Run 1, congestion heat map:
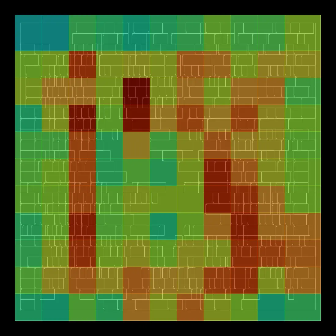
Run 1, placed cells, one colour a class:
The bar under the picture is 20 um long.
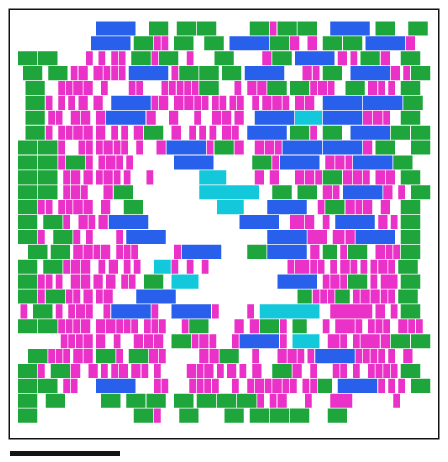
Run 1, floorplan with the power grid:
The bar under the picture is 20 um long. Pins as bars on the die edge. Tap cells in grey.
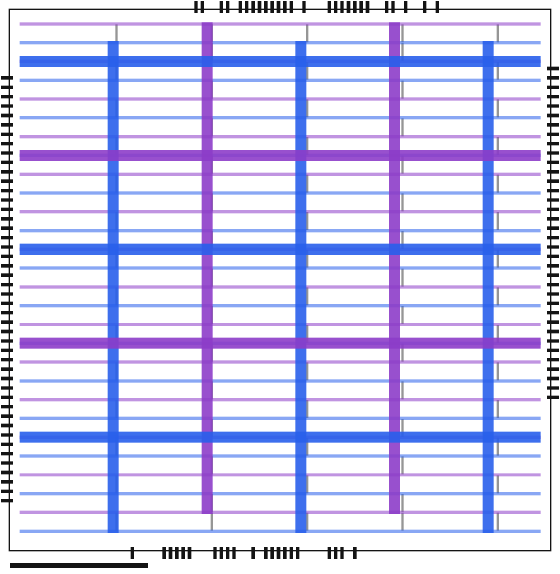
Run 1, routed clock nets over the placement:
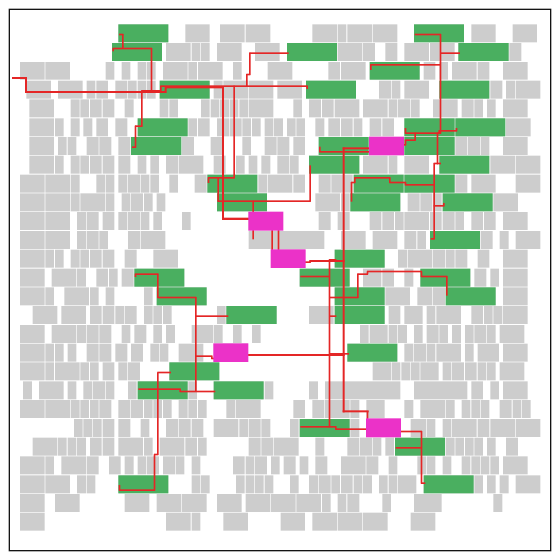
==> config.mk <==
export PLATFORM = sky130hd
export DESIGN_NAME = divide_arbiter
export DESIGN_NICKNAME = d
export VERILOG_FILES = /design/src/rtl/divide_arbiter.sv
export SDC_FILE = /design/constraint.sdc
export NUM_CORES = 1
export LEC_CHECK = 0
export ABC_AREA = 1
export ABC_CLOCK_PERIOD_IN_PS = 4700
export CAP_MARGIN = 10
export CORE_MARGIN = 1
export CORE_UTILIZATION = 44
export CTS_CLUSTER_DIAMETER = 120
export DETAILED_ROUTE_END_ITERATION = 10
export GPL_ROUTABILITY_DRIVEN = 0
export PLACE_DENSITY = 0.92
export SLEW_MARGIN = 20
export SYNTH_ARGS = -nofsm -noshare
export SYNTH_HDL_FRONTEND = slang
export SYNTH_SLANG_ARGS = --single-unit
export TNS_END_PERCENT = 20
==> constraint.sdc <==
create_clock -name clk -period 4.7 [get_ports clk]
set_input_delay 0.94 -clock clk [delete_from_list [all_inputs] [get_ports clk]]
set_output_delay 0.94 -clock clk [all_outputs]
set_load 0.02 [all_outputs]
==> metrics.sh, run 1 <==
DOMINANTREGCELLSYNTH='dfxtp_1'
LAYOUT.CELLS.MOST_COMMON='clkdlybuf4s50_1'
AREA.SEQUENTIAL_SQ_UM=821
WIRELENGTH_UM=7380
SYNTH_FLOPS=41
PORT_BUFFERS=127
INTERNAL-POWER_W=0.00127
DETAIL_ROUTE.DRC_VIOLATIONS=0
SYNTH.CELLS.MOST_FREQUENT='inv_1 (113), nand3_1 (86), nand2_1 (71)'
FINAL_MIN_PERIOD_NS=4.20
DIE_W_UM=78.2
AREA.COMBINATIONAL_SQ_UM=1170
LAY_TOP_CELLS='clkdlybuf4s50_1 (127), inv_1 (113), nand3_1 (85)'
YOSYS_WARNINGS=0
PATH_CLASS='in -> out'
GLOBAL_ROUTE.PEAK_USAGE_LAYER='met2'
CLK_ROOT_BUFFER_CELL='clkbuf_8'
DETAILROUTE.WIRELENGTH.MET3_UM=587
CP_NUM_BUF_INV=4
GRT-OVFL-TOTAL=0
OUTCOME='completed'
SYNTH_SEQUENTIAL_AREA_RATIO_PCT=32.2
TOP_LAYER='met4'
SYNTH.CELLMIX.SIMPLESHARE_PCT=35.4
HOLD_VIOLATIONS=0
NETLIST_LOGIC_FAMILY_TOP='simple AND/OR/NAND/NOR gates'
GRT_USAGE_PCT=24.5
SYN-NUM-NETS=522
LARGEST_REG_FLOPS=16
POST_CTS_RESIZE_COUNT=0
HTREE_NUM_LEVELS=2
SYNTH_ASYNC_SR_FLOP_SHARE_PCT=0
SWITCHINGPOWER_W=0.00115
FINAL-INSTANCE-COUNT-EXCL-FILL=622
NUMBER_OF_ORDINARY_AND_REPAIR_BUFFERS_IN_THE_FINISHED_LAYOUT=132
FINAL.CLKBUF_COUNT=5
COUNT_OF_FLIP_FLOPS_WITH_A_BUILT_IN_ENABLE_AFTER_SYNTHESIS=0
CLK_TRANSITION_REPORTED_PATHS_NS=0.08
Back to the opening pictures, 'congestion heat map':
met1 Track Usage GR: 27.2%
met3 global-route usage: 5.47%

Back to the opening pictures, 'placed cells, one colour a class':
| class | colour | cells |
|---|---|---|
| other buffers and delay cells | green | 132 |
| flip-flops | blue | 41 |
| all other logic | magenta | 369 |
| clock drivers and dummy loads | cyan | 8 |
share of cell area taken by flip-flops and latches: 20.7%
final standard cell utilization of the core: 71.6%
placeable core area: 5540 sq um
Design Area, Final: 3970 sq um

Back to the opening pictures, 'floorplan with the power grid':
| net | colour |
|---|---|
| VSS | blue |
| VDD | purple |
met1 rails: 28
met4 straps: 5
tap cells: 72
rows: 27
highest ir drop seen on vdd: 0.000380 V
Chip Height: 78.2 um

Back to the opening pictures, 'routed clock nets over the placement':
[cells driving clock nets] magenta | count: 5
[flip-flops] green | count: 41
[clock wires] red | length: 512 um
routed clock nets: 6
later-pin clock latency in the skew report: 0.30 ns
total clock network power: 0.000344 W
worst setup skew after layout: 0.00539 ns
relative contribution of the clock network to total power: 14.2%

## Run 2: what changed since run 1
HOLD_SLACK_MARGIN = 0.1   (was default)
Run 2, congestion heat map:
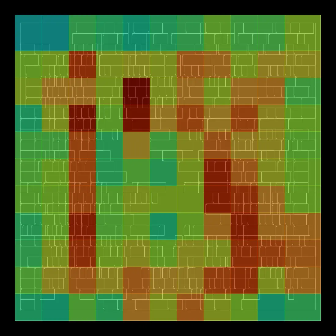
mean routed wirelength per cell: 11.9 um
GRT Total Usage: 24.5%
most used routing layer in global routing: met2
met2 usage: 46.6%

==> run 2 against run 1 <==
  * Sequential share of layout area unchanged
  * Total power unchanged
  * Cell area unchanged
  * Synthesized area unchanged
  * Worst hold slack unchanged
  * Combinational power about the same
  * Routed wire length unchanged
  * Count of clock-buffer cells in the layout unchanged
  * Via count unchanged
  * Die area unchanged
==> metrics.sh, run 2 <==
CLK_ROOT_BUFFER_CELL='clkbuf_8'
WIRELENGTH_UM=7380  # unchanged
AREA.SEQUENTIAL_SQ_UM=821  # unchanged
PORT_BUFFERS=127  # unchanged
FIN_SKEW_NS=0.00539  # unchanged
CP_NUM_BUF_INV=4  # unchanged
YOSYS_WARNINGS=0  # unchanged
DOMINANTREGCELLSYNTH='dfxtp_1'
CLK_TRANSITION_REPORTED_PATHS_NS=0.08  # about the same
FINALCOREUTILIZATION_PCT=71.6  # unchanged
POWER_FRAC_CLOCK_PCT=14.2  # about the same
FINAL-INSTANCE-COUNT-EXCL-FILL=622  # unchanged
FLOORPLAN.DIE.HEIGHT_UM=78.2  # unchanged
GRT-OVFL-TOTAL=0  # unchanged
LARGEST_REG_FLOPS=16  # unchanged
DETAILROUTE.WIRELENGTH.MET3_UM=587  # unchanged
SYNTH_SEQUENTIAL_AREA_RATIO_PCT=32.2  # unchanged
FINAL_MIN_PERIOD_NS=4.20  # unchanged
P_CLK_W=0.000344  # about the same
LAYOUT.CELLS.MOST_COMMON='clkdlybuf4s50_1'
INTERNAL-POWER_W=0.00127  # unchanged
IR_DROP_V=0.000380  # unchanged
GRT.MET1_USAGE_PCT=27.2  # unchanged
DETAIL_ROUTE.DRC_VIOLATIONS=0  # unchanged
POST_CTS_RESIZE_COUNT=0  # unchanged
CORE_AREA_SQ_UM=5540  # unchanged
DIE_W_UM=78.2  # unchanged
DESIGN_AREA_FINAL_SQ_UM=3970  # unchanged
SWITCHINGPOWER_W=0.00115  # unchanged
PATH_CLASS='in -> out'
CLOCK_INSERTION_DELAY_WORST_SKEW_NS=0.30  # about the same
NUMBER_OF_ORDINARY_AND_REPAIR_BUFFERS_IN_THE_FINISHED_LAYOUT=132  # unchanged
SYNTH.CELLMIX.SIMPLESHARE_PCT=35.4  # unchanged
LAY_TOP_CELLS='clkdlybuf4s50_1 (127), inv_1 (113), nand3_1 (85)'
HTREE_NUM_LEVELS=2  # unchanged
OUTCOME='completed'
GLOBALROUTEMET3UTIL_PCT=5.47  # unchanged
Power and IR drop assume default switching activity.
